$ cat config.mk
export PLATFORM = sky130hd
export DESIGN_NAME = piezo_arbiter
export DESIGN_NICKNAME = d
export VERILOG_FILES = /design/src/rtl/piezo_pkg.sv /design/src/rtl/piezo_tone_gen.sv /design/src/rtl/piezo_arbiter.sv
export SDC_FILE = /design/constraint.sdc
export NUM_CORES = 1
export LEC_CHECK = 0
export CAP_MARGIN = 20
export CORE_UTILIZATION = 48
export DETAILED_ROUTE_END_ITERATION = 7
export PLACE_DENSITY_LB_ADDON = 0.2
export SYNTH_ARGS = -nofsm -noshare
export SYNTH_HDL_FRONTEND = slang
export SYNTH_SLANG_ARGS = --single-unit
$ cat constraint.sdc
create_clock -name clk1mhz -period 4.1 [get_ports clk1mhz]
set_input_delay 0.82 -clock clk1mhz [delete_from_list [all_inputs] [get_ports clk1mhz]]
set_output_delay 0.82 -clock clk1mhz [all_outputs]
set_load 0.005 [all_outputs]
$ cat src/rtl/piezo_pkg.sv
// Shared piezo definitions: note half-periods at 1 MHz, arbiter state encoding,
// sound-source indices and small arbitration helpers.
package piezo_pkg;

    localparam int NUM_SRC = 3;

    localparam logic [1:0] SRC_ALARM = 2'd0;
    localparam logic [1:0] SRC_CHIME = 2'd1;
    localparam logic [1:0] SRC_BEEP  = 2'd2;

    typedef enum logic [1:0] {
        ST_IDLE = 2'd0,
        ST_GAP  = 2'd1,
        ST_PLAY = 2'd2
    } arb_state_e;

    // Half-periods in clk1mhz cycles: L = C4 octave, M = C5, H = C6, HH1 = C7, HHH1 = C8.
    localparam logic [11:0] L1 = 12'd1911, L1S = 12'd1804, L2 = 12'd1703, L2S = 12'd1607;
    localparam logic [11:0] L3 = 12'd1517, L4  = 12'd1432, L4S = 12'd1351, L5 = 12'd1276;
    localparam logic [11:0] L5S = 12'd1204, L6 = 12'd1136, L6S = 12'd1073, L7 = 12'd1012;
    localparam logic [11:0] M1 = 12'd956, M1S = 12'd902, M2 = 12'd851, M2S = 12'd804;
    localparam logic [11:0] M3 = 12'd758, M4  = 12'd716, M4S = 12'd676, M5 = 12'd638;
    localparam logic [11:0] M5S = 12'd602, M6 = 12'd568, M6S = 12'd536, M7 = 12'd506;
    localparam logic [11:0] H1 = 12'd478, H1S = 12'd451, H2 = 12'd426, H2S = 12'd402;
    localparam logic [11:0] H3 = 12'd379, H4  = 12'd358, H4S = 12'd338, H5 = 12'd319;
    localparam logic [11:0] H5S = 12'd301, H6 = 12'd284, H6S = 12'd268, H7 = 12'd253;
    localparam logic [11:0] HH1 = 12'd239, HHH1 = 12'd119;

    // Lowest set index wins; callers only use it with a non-zero request vector.
    function automatic logic [1:0] lowest_idx(input logic [NUM_SRC-1:0] r);
        if (r[0]) return SRC_ALARM;
        if (r[1]) return SRC_CHIME;
        return SRC_BEEP;
    endfunction

    function automatic logic [NUM_SRC-1:0] onehot(input logic [1:0] idx);
        return 3'b001 << idx;
    endfunction

    // Sources that outrank the given owner.
    function automatic logic [NUM_SRC-1:0] higher_mask(input logic [1:0] idx);
        return (3'b001 << idx) - 3'b001;
    endfunction

endpackage

$ cat src/rtl/piezo_tone_gen.sv
// Square-wave generator: toggles every 'half' cycles while running and gated;
// clearing on gate low makes every note start phase-aligned.
module piezo_tone_gen #(
    parameter int HW = 12
) (
    input  logic          clk1mhz,
    input  logic          reset,
    input  logic          run,
    input  logic          gate,
    input  logic [HW-1:0] half,
    output logic          wave
);

    logic [HW-1:0] tcnt_q, tcnt_d;
    logic          tbuf_q, tbuf_d;

    // The >= compare lets a shortened half-period take effect immediately.
    always_comb begin
        tcnt_d = tcnt_q;
        tbuf_d = tbuf_q;
        if (!run || !gate || half == '0) begin
            tcnt_d = '0;
            tbuf_d = 1'b0;
        end else if (tcnt_q >= half - HW'(1)) begin
            tcnt_d = '0;
            tbuf_d = ~tbuf_q;
        end else begin
            tcnt_d = tcnt_q + HW'(1);
        end
    end

    always_ff @(posedge clk1mhz or negedge reset) begin
        if (!reset) begin
            tcnt_q <= '0;
            tbuf_q <= 1'b0;
        end else begin
            tcnt_q <= tcnt_d;
            tbuf_q <= tbuf_d;
        end
    end

    assign wave = tbuf_q;

endmodule

$ cat src/rtl/piezo_arbiter.sv
// Shares the single piezo among alarm, chime and beep sources: fixed priority,
// silence gap on every ownership change, square wave from the owner's half-period.
module piezo_arbiter
    import piezo_pkg::*;
#(
    parameter int unsigned GAP_CYC = 2000,
    parameter bit          PREEMPT = 1'b1,
    parameter int          HW      = 12
) (
    input  logic               clk1mhz,
    input  logic               reset,
    input  logic               enable,
    input  logic [NUM_SRC-1:0] req,
    input  logic [HW-1:0]      half0,
    input  logic [HW-1:0]      half1,
    input  logic [HW-1:0]      half2,
    input  logic [NUM_SRC-1:0] tone_on,
    output logic [NUM_SRC-1:0] gnt,
    output logic               busy,
    output logic               piezoout
);

    localparam logic [15:0] GAP_LAST = 16'(GAP_CYC - 1);

    arb_state_e         state_q, state_d;
    logic [1:0]         owner_q, owner_d;
    logic [NUM_SRC-1:0] gnt_q, gnt_d;
    logic [15:0]        gap_q, gap_d;

    logic [1:0]    pick;
    logic          preempt_hit;
    logic [HW-1:0] half_sel;
    logic          tone_gate;

    assign pick        = lowest_idx(req);
    assign preempt_hit = PREEMPT && ((req & higher_mask(owner_q)) != '0);

    // Release is tested before preemption so a simultaneous release always wins.
    always_comb begin
        state_d = state_q;
        owner_d = owner_q;
        gnt_d   = gnt_q;
        gap_d   = gap_q;
        if (!enable) begin
            state_d = ST_IDLE;
            owner_d = SRC_ALARM;
            gnt_d   = '0;
            gap_d   = '0;
        end else begin
            case (state_q)
                ST_IDLE: begin
                    if (req != '0) begin
                        state_d = ST_GAP;
                        owner_d = pick;
                        gnt_d   = onehot(pick);
                        gap_d   = '0;
                    end
                end
                ST_GAP, ST_PLAY: begin
                    if (!req[owner_q]) begin
                        state_d = ST_IDLE;
                        gnt_d   = '0;
                        gap_d   = '0;
                    end else if (preempt_hit) begin
                        state_d = ST_GAP;
                        owner_d = pick;
                        gnt_d   = onehot(pick);
                        gap_d   = '0;
                    end else if (state_q == ST_GAP) begin
                        if (gap_q == GAP_LAST) begin
                            state_d = ST_PLAY;
                            gap_d   = '0;
                        end else begin
                            gap_d = gap_q + 16'd1;
                        end
                    end
                end
                default: begin
                    state_d = ST_IDLE;
                    gnt_d   = '0;
                    gap_d   = '0;
                end
            endcase
        end
    end

    always_ff @(posedge clk1mhz or negedge reset) begin
        if (!reset) begin
            state_q <= ST_IDLE;
            owner_q <= SRC_ALARM;
            gnt_q   <= '0;
            gap_q   <= '0;
        end else begin
            state_q <= state_d;
            owner_q <= owner_d;
            gnt_q   <= gnt_d;
            gap_q   <= gap_d;
        end
    end

    always_comb begin
        case (owner_q)
            SRC_ALARM: half_sel = half0;
            SRC_CHIME: half_sel = half1;
            default:   half_sel = half2;
        endcase
    end

    // Gating on the next state silences the wave on the same edge that leaves PLAY.
    assign tone_gate = tone_on[owner_q] && (state_d == ST_PLAY);

    piezo_tone_gen #(
        .HW(HW)
    ) u_tone (
        .clk1mhz (clk1mhz),
        .reset   (reset),
        .run     (state_q == ST_PLAY),
        .gate    (tone_gate),
        .half    (half_sel),
        .wave    (piezoout)
    );

    assign gnt  = gnt_q;
    assign busy = (state_q != ST_IDLE);

endmodule

run_1/met3.png
Scale bar: 20 um. Cells faint in the background.
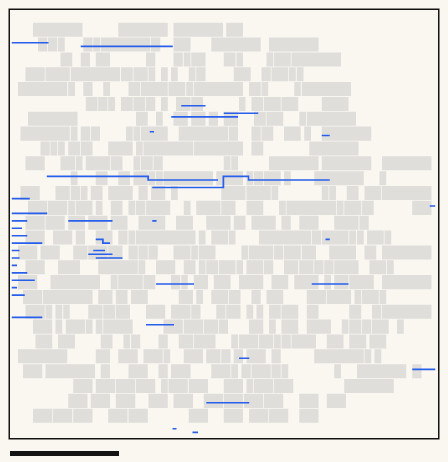
The layer holds 3.2% of the routed length. 31 nets have wire on it.
Routed WL: 6430 um
met3 Usage GRT: 4.07%
vias post-DR: 2500

run_1/zoom.png
Scale bar: 10 um. Region (38, 0) to (78, 40) um. Cells in grey, sequential cells in the stronger grey; small squares are vias.
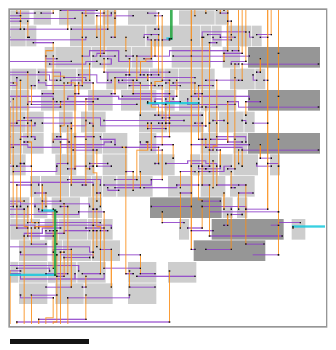
Orange marks met2. Green marks met4. Cyan marks met3. Purple marks met1.
Sequential cells in the window: 6. Most frequent: ha_1 (11), clkdlybuf4s50_1 (11). 111 logic cells have their middle in the window. Netlist names of flops here include `u_tone.tcnt_q` (6).

run_1/final_congestion.png
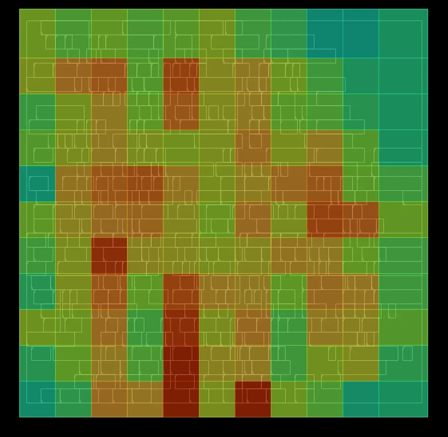
gr usage total: 23.5%
global-route layer with the greatest usage: met2

==> job_summary.md, run 1 <==
### Metrics collected by this job

| Metric | Value |
|---|---|
| Final GP Congestion | 0.884 |
| Root Buffer | clkbuf_8 |
| Final setup vio count | 0 |
| Mapped Area | 2800 um2 |
| I/O pin count | 50 |
| Post-CTS Resized | 0 |
| Storage element area | 901 um2 |
| RSZ-0062 raised after global routing | false |
| Number of post-CTS setup repair buffers | 0 |
| Hold crit path type | register to register |
| Dominant cell type by area after synthesis | dfrtp_1 |
| Yosys stat area | 2800 um2 |
| Core area | 5570 um2 |
| Cells after Synth | 327 |
| DR vias/cell | 5.46 |
| Fill cells | 476 |
| Final hold vios | 0 |
| Leak | 1.50 nW |
| Clock slew seen by the registers of the worst setup and hold paths | 0.08 ns |
| Dominant cell area share | 32.1% |
| Largest net degree at the start of global routing | 37 |
| Antenna Cells | 0 |
| FP Util | 50.3% |
| Hold_buf cts | 0 |
| CP delay by family, top | simple AND/OR/NAND/NOR gates |
| Cycle use final | 91.1% |
| ANT nets after route | 0 |
| Outcome | finished, final reports clean |
| Worst path cell trace | inv_1 > nand2_1 > ha_2 > or2_4 > o21ai_0 > or4_4 > nor2_2 > nand3_1 > xor2_1 > ha_1 > a2111oi_1 > o211ai_1 > a21oi_2 > o2111ai_4 > nor2_1 |
| Post-synth EDFFs | 0 |
| Placed insts | 450 |
| Gate Area | 1790 um2 |
| PortBufs | 49 |
| Dpl ws | -0.111 ns |
| Peak VDD IR | 0.182 mV |
| Die Size | 6150 um2 |
| CP max stage cell | or4_4 |
| Estimated wirelength of the detail-placed design | 5070 um |
| Distinct lib cells | 53 |
| Placed cell area | 3390 um2 |
| Sum of negative setup slack | 0 ns |
| Fmax | 268 MHz |
| Sequential fraction of the synthesis area | 32.1% |
| Die Ht | 78.4 um |
| Pwr Density | 282 nW/um2 |
| Synth Register Bits | 36 |
| Vias in the first global route | 2505 |
| Drt initial violations | 116 |
==> run 1: worst register-to-register path: stages, from the launching register on <==
cell and delay, ns:
dfrtp_1 0.40, inv_1 0.07, nand2_1 0.07, ha_2 0.33, or2_4 0.23, o21ai_0 0.14
or4_4 0.58, nor2_2 0.12, nand3_1 0.09, xor2_1 0.16, ha_1 0.30, a2111oi_1 0.40
o211ai_1 0.16, a21oi_2 0.19, o2111ai_4 0.23, nor2_1 0.19
==> run 1: worst paths after layout <==
kind / startpoint / end / slack (ns) / cells past startpoint
max in group asynchronous: reset / gnt[2] / 2.98 / 1
worst min register to register: gnt[1] / gnt[1] / 0.49 / 2
min in group asynchronous: reset / u_tone.tcnt_q[11] / 0.61 / 1
worst max-delay path: owner_q[1] / u_tone.tcnt_q[2] / 0.37 / 15
worst min-delay path: gnt[1] / gnt[1] / 0.49 / 2
worst max register to register: owner_q[1] / u_tone.tcnt_q[2] / 0.37 / 15
==> run 1: registers in the layout (all words and copies together), names as in the netlist <==
register and count:
u_tone.tcnt_q 12, gap_q 16, gnt 3, state_q 2, owner_q 2, u_tone.wave 1
==> run 1: final cells by class <==
type | instances | share of cell area (%)
multi-input cells | 266 | 50.5
flip-flops and latches | 36 | 25.5
repair buffers | 61 | 16.3
clock buffers | 7 | 2.72
well taps | 72 | 2.55
inverters | 15 | 1.59
clock inverters | 1 | 0.849
==> run 1: per-layer routing <==
metal / share of wire (%) / routed length [um] / vias to the layer above / GRT usage, %
met3: 3.2 / 206 / 14 / 4.07
met1: 50 / 3220 / 1163 / 31.8
met4: 1.8 / 114 / 0 / 7.41
li1: - / - / 1273 / -
met2: 45 / 2890 / 50 / 38.2
met5: 0 / 0 / - / 0
==> run 1: layout by cell type, fill, tap and decap left out, types with 2 or more instances in the layout <==
| cell type | count |
|---|---|
| o21ai_0 | 24 |
| xor2_1 | 16 |
| nor3_1 | 6 |
| o31ai_1 | 3 |
| inv_1 | 15 |
| dfrtp_1 | 36 |
| or4_1 | 3 |
| nand2_1 | 37 |
| and3_1 | 10 |
| a2111oi_1 | 2 |
| xnor2_1 | 11 |
| nor4_1 | 3 |
| nand3b_1 | 2 |
| a21oi_1 | 4 |
| nand2b_1 | 6 |
| nor2_1 | 37 |
| nand4_1 | 8 |
| nor2b_1 | 2 |
| a31oi_1 | 2 |
| a21o_1 | 3 |
| buf_4 | 12 |
| a22o_1 | 2 |
| mux2i_1 | 16 |
| clkbuf_8 | 7 |
| clkdlybuf4s50_1 | 48 |
| nand4b_1 | 2 |
| ha_1 | 19 |
| or2_4 | 2 |
| nand3_1 | 18 |
| o211ai_1 | 4 |
| and2_1 | 3 |
==> run 1: cell families (layout without fill, tap and decap cells) <==
family	after synthesis	in the layout	share of synthesized area (%)
compound gates	57	57	14.0
flops	36	36	32.1
simple gates	145	145	25.5
fa+ha+maj	20	20	8.93
buf+inv	25	84	4.82
xor+xnor	27	27	8.44
mux	17	17	6.12
==> run 1: report_power, final <==
group	internal (mW)	switching [mW]
clock network	0.215	0.132
logic	0.142	0.145
registers	0.360	0.00444
total	0.717	0.282
run_1/gate_families.png
Scale bar: 20 um.
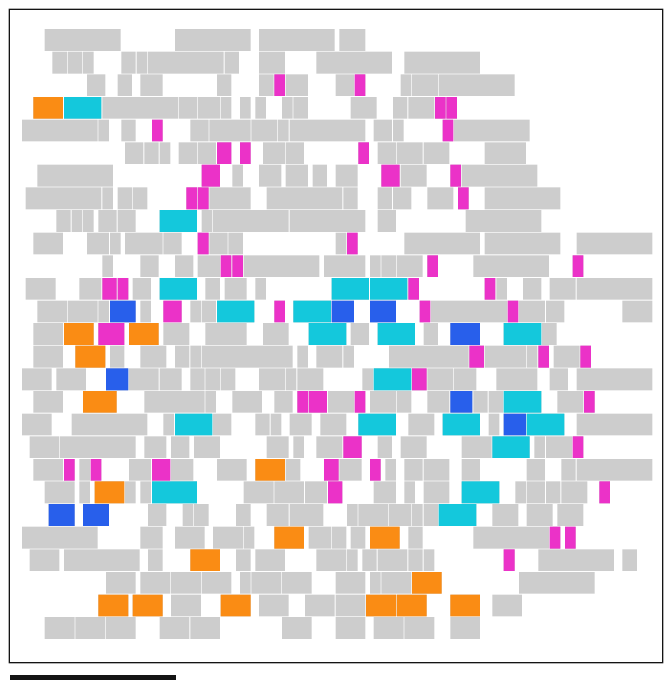

--- run 2 (diff from run 1) ---
- CORE_MARGIN: default -> 2
- PLACE_DENSITY_LB_ADDON: 0.2 -> 0.25
run_2/gate_families.png
Scale bar: 20 um.
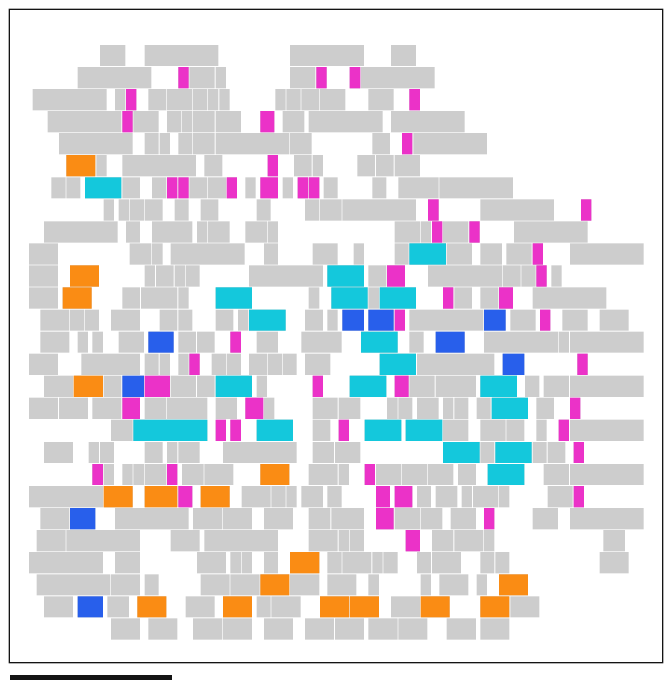
Cyan marks adder and majority cells, cells 20, most used ha_1. Orange marks multiplexers, cells 17, most used mux2i_1. Magenta marks NOR gates, cells 50, most used nor2_1. Blue marks AND-OR and OR-AND gates, cells 9, most used a21o_1.
Comb area share: 51.3%
post-route insts no fill: 457
Commonest Layout Cell: clkdlybuf4s50_1

run_2/zoom.png
Scale bar: 10 um. Region (40, 0) to (80, 40) um. Cells in grey, sequential cells in the stronger grey; small squares are vias.
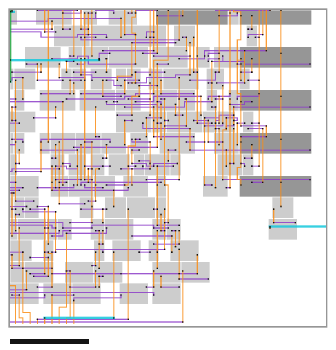

run_2/final_congestion.png
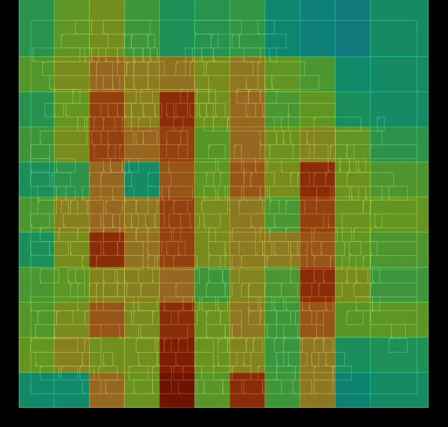
gr usage total: 22.2%
met3 Usage GRT: 5.39%

==> run 2 against run 1 <==
Combinational power hardly changed. First-iteration DRC count is 10% lower. Register-to-register slack worse by 0.098 ns. Sequential cell count stayed put. Design area is 1.1% lower. Routed wire length is 0.36% lower. Highest routed layer unchanged. Worst setup slack worse by 0.098 ns. Via count is 2.0% higher. Final cell count is 0.22% lower. Critical path type unchanged. Core utilization is 0.67 points lower. Synthesized cell count stayed put.
==> job_summary.md, run 2 <==
### Metrics collected by this job

| Metric | Value |
|---|---|
| Final setup vio count | 0 (unchanged) |
| Drt initial violations | 104 (-10%) |
| Pwr Density | 254 nW/um2 (-10%) |
| Dominant cell area share | 32.1% (unchanged) |
| Simple Share, Synth | 25.5% (unchanged) |
| Routed WL | 6410 um (-0.36%) |
| Worst path cell trace | or2_2 > ha_4 > or2_4 > o21ai_0 > or2_1 > nor2_2 > buf_4 > and3_1 > xnor2_1 > ha_1 > a2111oi_0 > o211ai_1 > a21oi_2 > buf_4 > nor3_1 > o21ba_2 |
| Outcome | finished, final reports clean |
| Vias in the first global route | 2477 (-1.1%) |
| FP Util | 50.3% (unchanged) |
| Peak VDD IR | 0.162 mV (-11%) |
| Pre-antenna DRT Iters | 4 |
| Cells after Synth | 327 (unchanged) |
| Yosys aoi share | 14.0% (unchanged) |
| Cycle use final | 93.5% (+2.4 points) |
| Clock slew seen by the registers of the worst setup and hold paths | 0.07 ns (about the same) |
| RSZ-0062 raised after global routing | false |
| Most frequent cells in the layout | 49 x clkdlybuf4s50_1, 37 x nand2_1, 37 x nor2_1 |
| Hold crit path type | register to register |
| Sum of negative setup slack | 0 ns (unchanged) |
| Root Buffer | clkbuf_8 |
| Synth Register Bits | 36 (unchanged) |
| Sequential fraction of the synthesis area | 32.1% (unchanged) |
| Vias post-DR | 2549 (+2.0%) |
| ANT nets after route | 0 (unchanged) |
| Core area | 5570 um2 (unchanged) |
| XORs/XNORs by Area | 8.44% (unchanged) |
| Number of flip-flops in the largest register | 16 (unchanged) |
| Estimated wirelength of the detail-placed design | 5020 um (-1.1%) |
| CP max stage cell | dfrtp_1 |
| Dpl ws | 0.00624 ns (+0.117 ns) |
| Mux contribution to synthesized area | 6.12% (unchanged) |
| DR vias/cell | 5.58 (+2.2%) |
| Dominant cell type by area after synthesis | dfrtp_1 |
| Antenna Cells | 0 (unchanged) |
| Distinct lib cells | 53 (unchanged) |
| Yosys stat area | 2800 um2 (unchanged) |
| Largest family of logic cells by area | simple AND/OR/NAND/NOR gates |
| Post-synth EDFFs | 0 (unchanged) |
| Largest net degree at the start of global routing | 37 (unchanged) |
| I/O pin count | 50 (unchanged) |
| Placed cell area | 3390 um2 (+0.15%) |
[run 2: worst paths after layout]
check,from,to,slack (ns),cells past startpoint
worst max-delay path,owner_q[1],u_tone.wave,0.27,16
worst min-delay path,gap_q[0],gap_q[0],0.50,1
worst max register to register,owner_q[1],u_tone.wave,0.27,16
worst min register to register,gap_q[0],gap_q[0],0.50,1
max in group asynchronous,reset,gnt[1],2.81,2
min in group asynchronous,reset,u_tone.tcnt_q[10],0.95,2
[run 2: power breakdown]
part | switching, mW | internal (mW) | leakage (nW)
Sequential | 0.00466 | 0.360 | 0.499
Combinational | 0.144 | 0.142 | 0.936
Clock | 0.122 | 0.115 | 0.0410
Total | 0.271 | 0.618 | 1.48
[run 2: stage by stage]
step	power (mW)	hold WS [ns]	utilization (%)
floorplan	0.545	0.462	-
global placement	0.647	0.470	60.9
detailed placement	0.652	0.485	60.9
CTS	0.890	0.504	62.5
global route	0.944	0.541	62.8
finish	0.889	0.500	62.8
[run 2: area by class of cell]
class                           instances  area [um2]
Clock buffer                            6        72.6
Clock inverter                          1        5.00
Fill cell                             488        2070
Inverter                               15        56.3
Multi-Input combinational cell        266        1790
Sequential cell                        36         901
Tap cell                               72        90.1
Timing Repair Buffer                   61         581
[run 2: critical path: cells and delay by family (launching register included)]
kind / cells / cell delay, ns
AOI/OAI and AO/OA: 5 / 1.28
and+or+nand+nor: 6 / 1.18
DFF: 1 / 0.43
adders and majority gates: 2 / 0.42
buffers and inverters: 2 / 0.29
xor gates and xnor gates: 1 / 0.12
[run 2: logic make-up after synthesis]
| kind of cell | count (synthesis) |
|---|---|
| AND-OR/OR-AND | 57 |
| flip-flops | 36 |
| buffers and inverters | 25 |
| AND/OR/NAND/NOR | 145 |
| adder cells (fa/ha/maj) | 20 |
| multiplexers | 17 |
| XOR/XNOR | 27 |
[run 2: what timing repair did]
item / 4_1_cts / 5_1_grt
hold endpoints to repair: 0 / 0
gates cloned: 0 / 0
hold buffers: 0 / 0
setup endpoints to repair: 1 / 13
resized: 1 / 4
[run 2: per-layer routing]
metal,share of wire (%),vias to the layer above,global-route usage (%)
met2,48,56,37.7
met4,1.5,0,5.93
met1,46,1210,28.2
met5,0,-,0
li1,-,1272,-
met3,4.3,11,5.39
Power figures rest on the tool's default switching activity, not on a simulated workload.
